[config.mk]
export PLATFORM = sky130hd
export DESIGN_NAME = countdown_pair
export DESIGN_NICKNAME = d
export VERILOG_FILES = /design/src/rtl/countdown_pair_pkg.sv /design/src/rtl/countdown_pair_regs.sv /design/src/rtl/countdown_pair.sv
export SDC_FILE = /design/constraint.sdc
export NUM_CORES = 1
export LEC_CHECK = 0
export CAP_MARGIN = 30
export CORE_AREA = 2 2 51 57
export DETAILED_ROUTE_END_ITERATION = 10
export DIE_AREA = 0 0 53 59
export PLACE_DENSITY_LB_ADDON = 0.12
export SYNTH_ARGS = -nofsm -noshare
export SYNTH_HDL_FRONTEND = slang
export SYNTH_HIERARCHICAL = 1
export SYNTH_SLANG_ARGS = --single-unit
[constraint.sdc]
create_clock -name clk -period 3.6 [get_ports clk]
set_input_delay 0.54 -clock clk [delete_from_list [all_inputs] [get_ports clk]]
set_output_delay 0.54 -clock clk [all_outputs]
set_load 0.005 [all_outputs]
[src/rtl/countdown_pair_pkg.sv]
// Shared types and helpers for the countdown_pair block.
package countdown_pair_pkg;

    // Control FSM encoding.
    typedef enum logic [1:0] {
        IDLE = 2'd0,
        RUN  = 2'd1,
        DONE = 2'd2
    } state_t;

    // All-ones value of a w-bit counter (2^w - 1); valid for w in 1..31.
    function automatic int unsigned max_of(input int unsigned w);
        return (32'd1 << w) - 32'd1;
    endfunction

endpackage

[src/rtl/countdown_pair_regs.sv]
// Complementary counter pair: v counts down, imp counts up, so that
// v + imp stays at MAX whenever both are written through this module.
module countdown_pair_regs
    import countdown_pair_pkg::*;
#(
    parameter int W = 4
) (
    input  logic         clk,
    input  logic         rst,
    input  logic         load,
    input  logic [W-1:0] load_val,
    input  logic         step,
    output logic [W-1:0] v,
    output logic [W-1:0] imp
);

    localparam logic [W-1:0] MAX = W'(max_of(W));
    localparam logic [W-1:0] ONE = W'(1);

    // Load or step both registers together; load takes priority over step.
    always_ff @(posedge clk) begin
        if (!rst) begin
            v   <= '0;
            imp <= MAX;
        end else if (load) begin
            v   <= load_val;
            imp <= MAX - load_val;
        end else if (step) begin
            v   <= v - ONE;
            imp <= imp + ONE;
        end
    end

endmodule

[src/rtl/countdown_pair.sv]
// Load/run/done countdown unit built on a complementary counter pair.
// The output is formed through both registers, so it tracks v only while
// v == MAX - imp holds.
// Optional build macro: COUNTDOWN_PAIR_INV_CHECK_EN enables a live
// invariant monitor on inv_ok plus an immediate assertion; otherwise
// inv_ok is tied high.
module countdown_pair
    import countdown_pair_pkg::*;
#(
    parameter int W = 4
) (
    input  logic         clk,
    input  logic         rst,
    input  logic         load_valid,
    input  logic [W-1:0] load_val,
    output logic         load_ready,
    input  logic         en,
    output logic         done,
    output logic [W-1:0] out,
    output logic [W-1:0] v_o,
    output logic [W-1:0] imp_o,
    output logic         inv_ok
);

    localparam logic [W-1:0] MAX = W'(max_of(W));
    localparam logic [W-1:0] ONE = W'(1);

    state_t       state_q;
    state_t       state_d;
    logic [W-1:0] v;
    logic [W-1:0] imp;
    logic         load_fire;
    logic         step_fire;

    // Loads are accepted only when idle or finished; steps only while running.
    assign load_fire = load_valid && load_ready;
    assign step_fire = en && (state_q == RUN);

    countdown_pair_regs #(
        .W (W)
    ) u_regs (
        .clk      (clk),
        .rst      (rst),
        .load     (load_fire),
        .load_val (load_val),
        .step     (step_fire),
        .v        (v),
        .imp      (imp)
    );

    // State register; reset discards any in-flight count.
    always_ff @(posedge clk) begin
        if (!rst) begin
            state_q <= IDLE;
        end else begin
            state_q <= state_d;
        end
    end

    // Next-state decode; a load of zero goes straight to DONE.
    always_comb begin
        state_d = state_q;
        case (state_q)
            IDLE, DONE: begin
                if (load_valid) begin
                    state_d = (load_val != '0) ? RUN : DONE;
                end
            end
            RUN: begin
                if (en && (v == ONE)) begin
                    state_d = DONE;
                end
            end
            default: state_d = IDLE;
        endcase
    end

    assign load_ready = (state_q == IDLE) || (state_q == DONE);
    assign done       = (state_q == DONE);
    assign out        = v & (MAX - imp);
    assign v_o        = v;
    assign imp_o      = imp;

`ifdef COUNTDOWN_PAIR_INV_CHECK_EN
    assign inv_ok = (v == (MAX - imp));

    // Invariant must hold in every cycle outside reset.
    always_comb begin
        if (rst) begin
            assert (inv_ok);
        end
    end
`else
    assign inv_ok = 1'b1;
`endif

endmodule

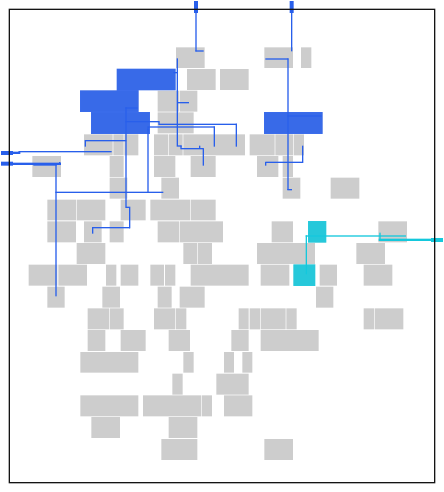
Fig. 1. Wires at chosen ports, followed through buffers.
Scale: 8 px per um.
Key: imp_o = blue [direction output, edge 2 left, 2 top, end cells 4, buffers 4, wire 174 um]; load_valid = cyan [direction input, edge right, end cells 2, buffers 1, wire 24.4 um]
num ports: 23
PortBufs: 21

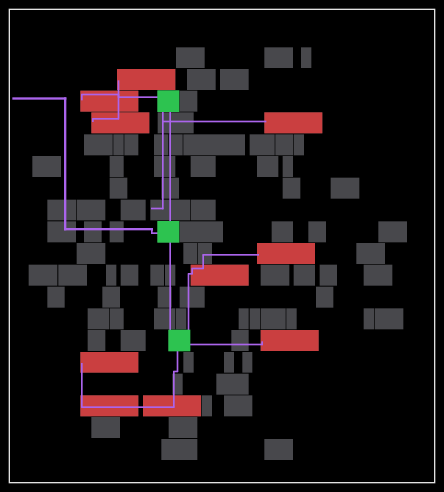
Fig. 2. Clock distribution.
Scale: 8 px per um.
Key: clock wires = purple [length 169 um]; clock-net drivers = green [count 3]; flip-flops = red [count 10]
There are 4 routed clock nets.
power in the clock group: 103 uW
Post-Route Skew: 0.00106 ns
Late-Pin Clk Latency: 0.27 ns
clock power share: 30.8%

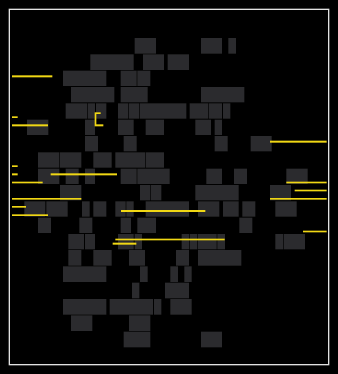
Fig. 3. Met3 routing.
Scale: 6 px per um.
18 nets have wire on it. The layer carries 122 um of wire. The wires run mostly horizontal. The layer holds 7.8% of the routed length. The longest straight run is 17.9 um.
via count: 576
met3 track utilization from global routing: 3.28%

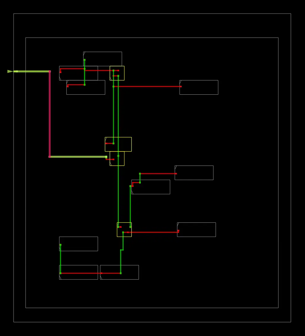
Fig. 4. Clock nets.
clock buffer count in the final layout: 4
CTS Buf Count: 3

==> impl_report.txt <==
==== FLOW RESULTS ====
----------------------------------------------------
[Worst setup path]
  Critical path, cell by cell ........................ clkdlybuf4s50_1 -> inv_1 -> nor2_1 -> nor4b_2 -> xnor2_1 -> a21oi_1
  Worst path arrival time ........................ between 2 and 2.5 ns
  Startpoint type of the worst setup path ........................ input port
  CP Class ........................ input port to flop
  Largest incremental delay on the critical path ........................ 0.65 ns
  Stages on worst setup path ........................ 6
  Worst Reg-to-Reg Cells ........................ 5
  Family with the most delay on the worst path ........................ simple AND/OR/NAND/NOR gates
  CP endpoint kind ........................ flop
  CP required ........................ 3.76 ns
  Maximum fanout along the worst path ........................ 11
  Bufs and invs on worst path ........................ 2
  Standard cell with the maximum stage delay on the critical path ........................ sky130_fd_sc_hd__nor2_1

[Clock network]
  Clock net sink count ........................ 10
  Buffers inserted during post-CTS setup optimization ........................ 0
  Buffer levels on the longest clock path ........................ 2
  Max H-tree Level ........................ 1
  Post-cts hold buffer count ........................ 0
  Clock tree root buffer cell ........................ sky130_fd_sc_hd__clkbuf_4
  Quantity of gates resized following cts ........................ 0
  Clock tree from TritonCTS ........................ built
  CTS clk-pin slew, worst paths ........................ roughly 0.07 ns

[Power]
  Reported net switching power ........................ 97.4 uW
  Leak ........................ 0.315 nW
  Combinational fraction of design power ........................ 27.3%
  Maximum resistive drop on vdd ........................ 201 uV
  Seq pwr ........................ 140 uW
  Top Consumer ........................ registers
  Internal power ........................ 238 uW
  Comb. pwr ........................ 91.5 uW
  Switching share of power ........................ 29.1%
  Pwr dens ........................ 384 mW/mm^2
  Power share of the sequential group ........................ 41.9%

[Final layout]
  Registers with the most flip-flops ........................ u_regs/imp (4), u_regs/v (4), state_q (2)
  Logic cell area ........................ 357 sq um
  Filler instances ........................ approximately 270
  Antenna Diode Count ........................ 0
  Share of cells above drive strength 1 ........................ 8.51%
  Total area of sequential cells ........................ 200 sq um
  Area growth from synthesis to final layout ........................ 42.0%
  Fin util ........................ 34.9%
  Final cell area excluding filler cells ........................ 872 sq um
  Commonest non-fill, non-tap cells in the layout ........................ sky130_fd_sc_hd__clkdlybuf4s50_1, sky130_fd_sc_hd__dfxtp_1, sky130_fd_sc_hd__nor2b_1
  Most frequently placed logic cell in the final layout ........................ sky130_fd_sc_hd__clkdlybuf4s50_1

[Route]
  Antenna viol nets, final ........................ 0
  Drt total wl ........................ 1.56 mm
  Number of vias per cell ........................ 4.61
  Wirelength per Cell ........................ 12.5 um
  Total DRC errors in the routed layout ........................ 0
  Length of the first detailed-routing pass in iterations ........................ 4
  Drt initial violations ........................ 9

[STA]
  Number of hold-slack violations in the final timing report ........................ 0
  Setup repair after global routing missed its margin ........................ false
  Number of pins with negative max-slew slack in the final report ........................ 0
  Minimum clock period after layout ........................ 2.14 ns
  Final sum of negative setup slack ........................ 0 ns
  Max Clock Freq ........................ 0.468 GHz
  Slew at the pin closest to its max-slew limit ........................ 0.840 ns
  Final setup viols ........................ 0
  Worst-case headroom to the max-slew limit ........................ 43.8%
  Fin crit share ........................ 59.4%

[Synth]
  Summed instance area of the synthesized netlist ........................ roughly 610 sq um
  Yosys top cell by instances ........................ sky130_fd_sc_hd__dfxtp_1
  Warning count from the yosys run ........................ 6
  Number of synthesized register bits ........................ 10
  Top-area cell type share of the netlist area ........................ about a third
  Synth Seq Share ........................ roughly 33%
  Yosys stat chip area ........................ 614 sq um
  Fraction of registers with async set/reset ........................ 0%
  Library cells used by synthesis ........................ 31
  Avg Synthesized Cell Area ........................ between 8 and 9 sq um
  Number of instances in the synthesized netlist ........................ 72
  Post-synth area hogs ........................ sky130_fd_sc_hd__dfxtp_1, sky130_fd_sc_hd__nor2b_1, sky130_fd_sc_hd__ha_1
  Count of flip-flops with a built-in enable after synthesis ........................ 0
  Cell total in the yosys stat output ........................ between 70 and 80
  Dominant Register Cell ........................ sky130_fd_sc_hd__dfxtp_1
  Net count entering floorplan ........................ 82
  Top cells by count, synth ........................ sky130_fd_sc_hd__dfxtp_1, sky130_fd_sc_hd__nor2b_1, sky130_fd_sc_hd__inv_1
  Dominant cell type by area after synthesis ........................ sky130_fd_sc_hd__dfxtp_1

[GRT]
  Via count of the first global-routing pass ........................ 631
  Total track usage ........................ 11.8%
  Initial antenna violation count ........................ 0
  Maximum number of pins on one net before global-route repair ........................ 15
  Total congestion overflow ........................ 0
  Global-route wire length before repair ........................ 2.64 mm

[Floorplan]
  Core area ........................ 0.00250 sq mm
  Height of the die ........................ 59 um
  Core Density at Floorplan ........................ 24.6%
  Total die size ........................ roughly 0.0031 sq mm
  Die width ........................ 53 um
  Total number of placement rows ........................ 19

[Placed design]
  Area after DPL ........................ roughly 840 sq um
  Weighted congestion at the end of routability-driven global placement ........................ 0.746
  Post-detail-place hpwl ........................ about 1.2 mm

[Flow run]
  Count of maximum capacitance violations ........................ 0
  Tally of OpenROAD warnings ........................ 26

[Status]
  Status ........................ completed

[Min path]
  Hold Crit Class ........................ flop to flop
  Hold Path Stages ........................ 2

----------------------------------------------------
==> per-stage QoR <==
step                      setup WS, ns  total power, mW  cells  hold slack [ns]
after floorplan                   2.19            0.191     72            0.546
after global placement            1.25            0.234    121            0.596
after detailed placement          1.18            0.235    121            0.601
after CTS                         1.46            0.341    125            0.613
after global routing              1.32            0.359    125            0.648
final                             1.46            0.335    125            0.607
==> path summary, 6_finish.rpt <==
kind | start | endpoint | slack (ns)
worst max-delay path | en | u_regs/v[3]$_SDFFE_PN0P_ | 1.46
worst min-delay path | state_q[0]$_SDFFE_PN0P_ | state_q[0]$_SDFFE_PN0P_ | 0.61
worst max register to register | state_q[0]$_SDFFE_PN0P_ | u_regs/v[3]$_SDFFE_PN0P_ | 1.77
worst min register to register | state_q[0]$_SDFFE_PN0P_ | state_q[0]$_SDFFE_PN0P_ | 0.61
==> layout make-up <==
type / instances / share of cell area [%]
Multi-Input combinational cell: 52 / 40.9
Timing Repair Buffer: 22 / 25.0
Sequential cell: 10 / 23.0
Tap cell: 31 / 4.45
Inverter: 6 / 2.58
Clock buffer: 4 / 4.16
==> logic make-up (layout without fill, tap and decap cells) <==
logic type / count (synthesis) / in the layout / synth area share, %
AOI/OAI and AO/OA: 16 / 16 / 16.9
xor gates and xnor gates: 4 / 4 / 5.70
and+or+nand+nor: 29 / 29 / 30.8
other: 1 / 1 / 0.610
adders and majority gates: 2 / 2 / 4.07
buffers and inverters: 10 / 32 / 9.37
DFF: 10 / 10 / 32.6
==> layer usage <==
metal | global-route usage [%] | vias to the layer above | wire length (um) | part of all wire (%)
li1 | - | 289 | - | -
met1 | 13.7 | 260 | 659 | 42
met2 | 19.1 | 25 | 761 | 49
met3 | 3.28 | 2 | 121 | 7.8
met4 | 7.33 | 0 | 16 | 1.0
met5 | 0 | - | 0 | 0
Power is estimated from default activity; no workload was simulated.
